`src/rtl/fifo_nbxnw_flags.sv`:
```
// Parametrised single-clock register FIFO with fill level, programmable almost flags,
// sticky overflow/underflow errors, synchronous flush and optional registered read data.
module fifo_nbxnw_flags #(
  parameter int DATA_W    = 5,
  parameter int ADDR_W    = 3,
  parameter int AFULL_TH  = 6,
  parameter int AEMPTY_TH = 1,
  parameter int OUT_REG   = 0
) (
  input  logic              CLK,
  input  logic              RST_N,
  input  logic              FLUSH,
  input  logic              WREN,
  input  logic [DATA_W-1:0] WDATA,
  output logic              FULL,
  output logic              AFULL,
  input  logic              RDEN,
  output logic [DATA_W-1:0] RDATA,
  output logic              RVALID,
  output logic              EMPTY,
  output logic              AEMPTY,
  output logic [ADDR_W:0]   LEVEL,
  output logic              OVF,
  output logic              UDF,
  input  logic              ERR_CLR
);

  localparam int DEPTH = 1 << ADDR_W;
  localparam logic [ADDR_W:0] AFULL_LV  = (ADDR_W+1)'(AFULL_TH);
  localparam logic [ADDR_W:0] AEMPTY_LV = (ADDR_W+1)'(AEMPTY_TH);

  if (ADDR_W < 1 || ADDR_W > 6 || AFULL_TH > DEPTH) begin : g_bad_param
    $error("fifo_nbxnw_flags: ADDR_W must be 1..6 and AFULL_TH <= 2**ADDR_W");
  end

  logic [DATA_W-1:0] mem [DEPTH];
  logic [ADDR_W:0]   wptr;
  logic [ADDR_W:0]   rptr;
  logic              racc;
  logic              wacc;
  logic              ovf_set;
  logic              udf_set;

  // Flags depend on pointer registers only, never on this cycle's requests
  assign EMPTY  = (wptr == rptr);
  assign FULL   = (wptr[ADDR_W] != rptr[ADDR_W]) &&
                  (wptr[ADDR_W-1:0] == rptr[ADDR_W-1:0]);
  assign LEVEL  = wptr - rptr;
  assign AFULL  = (LEVEL >= AFULL_LV);
  assign AEMPTY = (LEVEL <= AEMPTY_LV);

  // A full FIFO still takes a write when the head leaves in the same cycle
  assign racc    = RDEN & ~EMPTY & ~FLUSH;
  assign wacc    = WREN & (~FULL | racc) & ~FLUSH;
  assign ovf_set = WREN & ~FLUSH & ~wacc;
  assign udf_set = RDEN & ~FLUSH & EMPTY;

  always_ff @(posedge CLK or negedge RST_N) begin
    if (!RST_N) begin
      wptr <= '0;
      rptr <= '0;
    end else if (FLUSH) begin
      wptr <= '0;
      rptr <= '0;
    end else begin
      if (wacc) wptr <= wptr + 1'b1;
      if (racc) rptr <= rptr + 1'b1;
    end
  end

  always_ff @(posedge CLK or negedge RST_N) begin
    if (!RST_N) begin
      for (int i = 0; i < DEPTH; i++) mem[i] <= '0;
    end else if (wacc) begin
      mem[wptr[ADDR_W-1:0]] <= WDATA;
    end
  end

  // New error events take precedence over a same-cycle clear
  always_ff @(posedge CLK or negedge RST_N) begin
    if (!RST_N) begin
      OVF <= 1'b0;
      UDF <= 1'b0;
    end else begin
      if (ovf_set)      OVF <= 1'b1;
      else if (ERR_CLR) OVF <= 1'b0;
      if (udf_set)      UDF <= 1'b1;
      else if (ERR_CLR) UDF <= 1'b0;
    end
  end

  if (OUT_REG != 0) begin : g_out_reg
    logic [DATA_W-1:0] rdata_p1;
    logic              rvld_p1;

    // Stage p1: head word captured on an accepted read
    always_ff @(posedge CLK or negedge RST_N) begin
      if (!RST_N) begin
        rdata_p1 <= '0;
        rvld_p1  <= 1'b0;
      end else begin
        rvld_p1 <= racc;
        if (racc) rdata_p1 <= mem[rptr[ADDR_W-1:0]];
      end
    end

    assign RDATA  = rdata_p1;
    assign RVALID = rvld_p1;
  end else begin : g_out_comb
    assign RDATA  = mem[rptr[ADDR_W-1:0]];
    assign RVALID = ~EMPTY;
  end

endmodule

```
`config.mk`:
```
export PLATFORM = sky130hd
export DESIGN_NAME = fifo_nbxnw_flags
export DESIGN_NICKNAME = d
export VERILOG_FILES = /design/src/rtl/fifo_nbxnw_flags.sv
export SDC_FILE = /design/constraint.sdc
export NUM_CORES = 1
export LEC_CHECK = 0
export ABC_AREA = 1
export CAP_MARGIN = 40
export CORE_AREA = 5 5 100 112
export DETAILED_ROUTE_END_ITERATION = 6
export DIE_AREA = 0 0 105 117
export PLACE_DENSITY = 0.47
export SLEW_MARGIN = 20
export SYNTH_ARGS = -nofsm -noshare
export SYNTH_HDL_FRONTEND = slang
export SYNTH_SLANG_ARGS = --single-unit
```
`constraint.sdc`:
```
create_clock -name CLK -period 3.9 [get_ports CLK]
set_input_delay 0.78 -clock CLK [delete_from_list [all_inputs] [get_ports CLK]]
set_output_delay 0.78 -clock CLK [all_outputs]
set_load 0.01 [all_outputs]
```
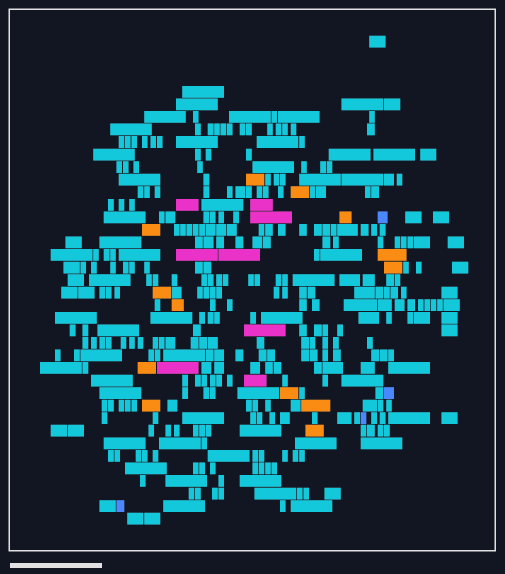
**Above:** cells by drive strength.
Bar = 20 um.
legend:
  _2 cells:
    colour: blue
    cells: 4
    share: 1.0%
    most_used: nand2_2
  _0 and _1 cells:
    colour: cyan
    cells: 358
    share: 93%
    most_used: nand2_1
  _6 and larger:
    colour: magenta
    cells: 8
    share: 2.1%
    most_used: clkbuf_16
  _3 and _4 cells:
    colour: orange
    cells: 13
    share: 3.4%
    most_used: nor2_4
post-route cell area: 3246 sq um
area added between synthesis and finish: 19.48%
count of plain and timing-repair buffers: 28

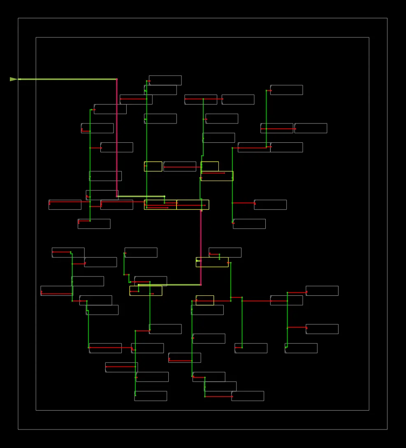
**Above:** clock nets.
clkbuf count: 8
reported clock group power: 474 uW
worst-case clock skew: 0.003432 ns

==> run summary <==
fresh numbers from the pnr run: residual antenna-violating net count after detailed routing 0, logic depth of the worst setup path including buffers 9, clock input transition at the sequential cells of the worst setup and hold paths 0.06 ns, endpoint of the worst-slack reg-to-reg timing path mem[2], IO buf count 26, Pwr per Cell Area 521.1 nW/um^2, CTS resizes 0, CTS buffer count 5, Final setup violation count 0, io pins 27, Util after Layout 32.29%, dominant delay contributor by cell family on the critical path buffers and inverters, share of the cycle needed by the critical path after routing 85.60%, post-synth net total 378, share of Yosys cell area claimed by the top area cell type 46.06%, GRT Util Overall 12.80%, combinational share of power 31.6%, CP startpoint rptr[1], Clock Latency Late Sink 0.28 ns, clock period minus final worst setup slack 3.339 ns, Max Fclk 299.5 MHz, Combinational Gates 271, synthesized instance count 361, primary flip-flop cell chosen by synthesis mapping sky130_fd_sc_hd__dfrtp_1, maximum resistive drop on vdd 0.0002562 V, NumNets Final 399, startpoint of the most critical register-to-register path rptr[1], Net Switching 550.2 uW, Overflow after GRT 0, multi-input combinational area share 40.25%, final-layout fill cell count 1113, R2R Setup Slk 1.60 ns, dominant cell type by area after synthesis sky130_fd_sc_hd__dfrtp_1, Starting Density 27.02%, vias after detailed routing 2314, startpoint kind of the worst setup timing path flip-flop, Slowest-stage cell, CP sky130_fd_sc_hd__dfrtp_1, TritonCTS clock tree done, Die Span Y 117 um, number of enable flip-flop cells 0, initial antenna violation count 0, sequential cell count 50, total tool warning count 26, standby leakage power 0.001602 uW, Worst EP required 3.12 ns, pre-CTS setup slack 0.8826 ns, top cells by area in the synthesized netlist sky130_fd_sc_hd__dfrtp_1 (46%), sky130_fd_sc_hd__nand2_1 (21%), sky130_fd_sc_hd__o21ai_0 (4.8%), R2R depth 9, unrepaired setup endpoints after global routing false, sequential element share of the synthesized area 46.06%, root buf cell sky130_fd_sc_hd__clkbuf_16, Syn Std Cell Area 2716 sq um, Wirelength per Cell 15.20 um, Seq/total area 38.55%, max_cap viols 0, post-synthesis chip area from yosys 2716 sq um, total count of hold-check failures in the final report 0, via count of the first global-routing pass 2259, Gate Area 1306 sq um, launch instance of the worst min-delay path mem[10], relative contribution of sequential cells to total power 40.4%, max incr delay on CP 0.58 ns, actual transition at the worst max-transition pin 0.6395 ns, leading cell type in the layout, fill and taps excluded sky130_fd_sc_hd__nand2_1, WP buf/inv 2, post-detailed-routing wire length 7693 um, total die area 12290 sq um, length of the first detailed-routing pass in iterations 4, average instance area after synthesis 7.525 sq um, sort of element at the end of the critical path primary output, post-route setup TNS 0 ns, worst slew margin relative to its limit 57.37%, dominant class by area combinational gates, maximum number of pins on one net before global-route repair 28, proportion of layout cells with a drive suffix above 1 6.527%, Non-clock buffers, area share 8.327%, worst setup path end AEMPTY, worst hold path depth 2, critical path start-end classification reg2out, DR vias/cell 4.573, Tapcell Cnt 123, weighted congestion reported at the end of routability-driven placement 0.8737, Post-route DRC 0, fraction of area in clock buffers and inverters 5.127%, Worst Hold Path EP mem[10], internal power 1141 uW, critical path peak fanout 14, top logic cells by instance count in the layout sky130_fd_sc_hd__nand2_1 (155), sky130_fd_sc_hd__dfrtp_1 (50), sky130_fd_sc_hd__nor2_1 (28), sky130_fd_sc_hd__o21ai_0 (26), sky130_fd_sc_hd__clkdlybuf4s50_1 (25), Core Region 10050 sq um, warning count from the yosys run 0, async set-reset flop share out of synthesis 100.0%, result of the run finished, final reports clean, post-CTS setup repair buffer count 0, dominant cell type by count on the critical path sky130_fd_sc_hd__nand2_1, number of inverters outside the clock class in the layout 26, classification of the worst-slack hold path reg2reg, Inserted Diodes 0, number of H-tree levels 2, ys cells 361, clock tree sinks 50, wire length of the first global-routing pass 12270 um, Row Count 39, cells along the critical path inv_1, ha_1, nand3b_1, nand2_1, nand2_1, and2_1, nand2_1, nor2_1, clkdlybuf4s50_1, Post-CTS Hold Fix Bufs 0, number of storage elements in the synthesis netlist 50, worst endpoint data arrival time 2.56 ns, setup slack after layout 0.5615 ns, Detailed Route Iter0 Violations 126, die boundary width 105 um, area taken by flip-flops and latches 1251 sq um, Switching Fraction 32.53%, Max Slew Vio Count 0, placed wire-length estimate after detailed placement 5732 um, buffer levels on the longest clock path 2, clock power share 28.0%, Distinct cells, synth 24
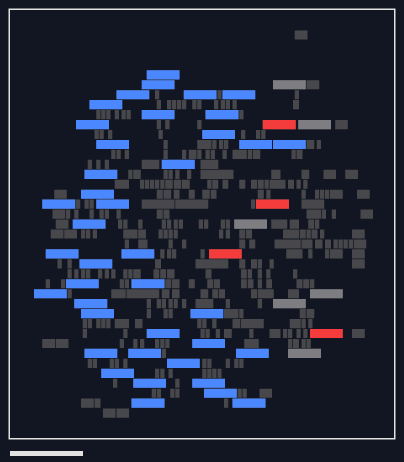
**Above:** register map, names as in the netlist.
Bar = 20 um. Other sequential cells in the stronger grey, the rest of the logic in the fainter grey.
legend:
  rptr:
    colour: red
    flops: 4
  mem:
    colour: blue
    flops: 40

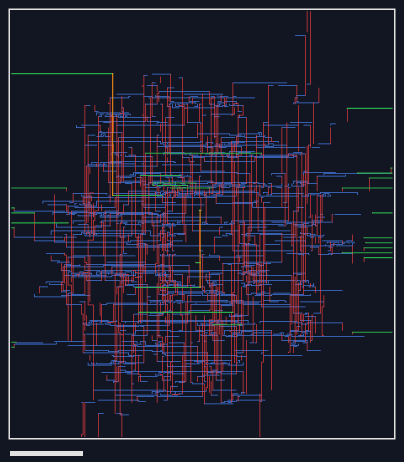
**Above:** metal layers overlaid.
Bar = 20 um.
legend:
  metal 3:
    colour: green
    wire_length: 310 um
  metal 4:
    colour: orange
    wire_length: 54.4 um
  metal 1:
    colour: blue
    wire_length: 3740 um
  metal 2:
    colour: red
    wire_length: 3590 um

routing by layer:
metal	routed length [um]	global-route usage (%)	part of all wire, %
met4	54	2.558	0.70
met5	0	0	0
met3	309	2.304	4.0
met1	3737	17.83	49
met2	3591	21.07	47
stage by stage:
step / hold WS (ns) / power [uW] / area [sq um] / std cells
2_1_floorplan: 0.4437 / 975.8 / 2716 / 361
5_1_grt: 0.5182 / 1797 / 3246 / 506
3_5_place_dp: 0.4693 / 1226 / 3079 / 498
6_report: 0.4852 / 1691 / 3246 / 506
3_3_place_gp: 0.4640 / 1228 / 3079 / 498
4_1_cts: 0.4853 / 1709 / 3246 / 506
Yosys cell counts, drive strengths merged (3+ instances only):
cell    count
buf         7
clkbuf      7
dfrtp      50
ha          5
inv        25
nand2     157
nand3      10
nand4       8
nor2       37
nor3        7
o21ai      28
o22ai      11
xor2        3
cell families after synthesis:
| family | after synthesis | synth area share [%] |
|---|---|---|
| flops | 50 | 46.06 |
| xor+xnor | 4 | 1.290 |
| buf+inv | 40 | 5.850 |
| simple gates | 221 | 35.88 |
| fa+ha+maj | 6 | 3.040 |
| compound gates | 40 | 7.876 |
power groups by stage:
stage	Clock [uW]	Combinational [uW]	Sequential (uW)
floorplan	0	313	663
global placement	0	538	691
detailed placement	0	535	691
CTS	487	538	683
global route	507	599	691
finish	474	535	683
flip-flops by register name (all words and copies together) (netlist names):
register,flops
OVF,1
UDF,1
rptr,4
mem,40
wptr,4
worst register-to-register path: cells and delay by family (launching register included):
kind	cells	cell delay [ns]
DFF	1	0.58
buffers and inverters	1	0.27
and+or+nand+nor	7	1.02
adders and majority gates	1	0.38
Power figures rest on the tool's default switching activity, not on a simulated workload.
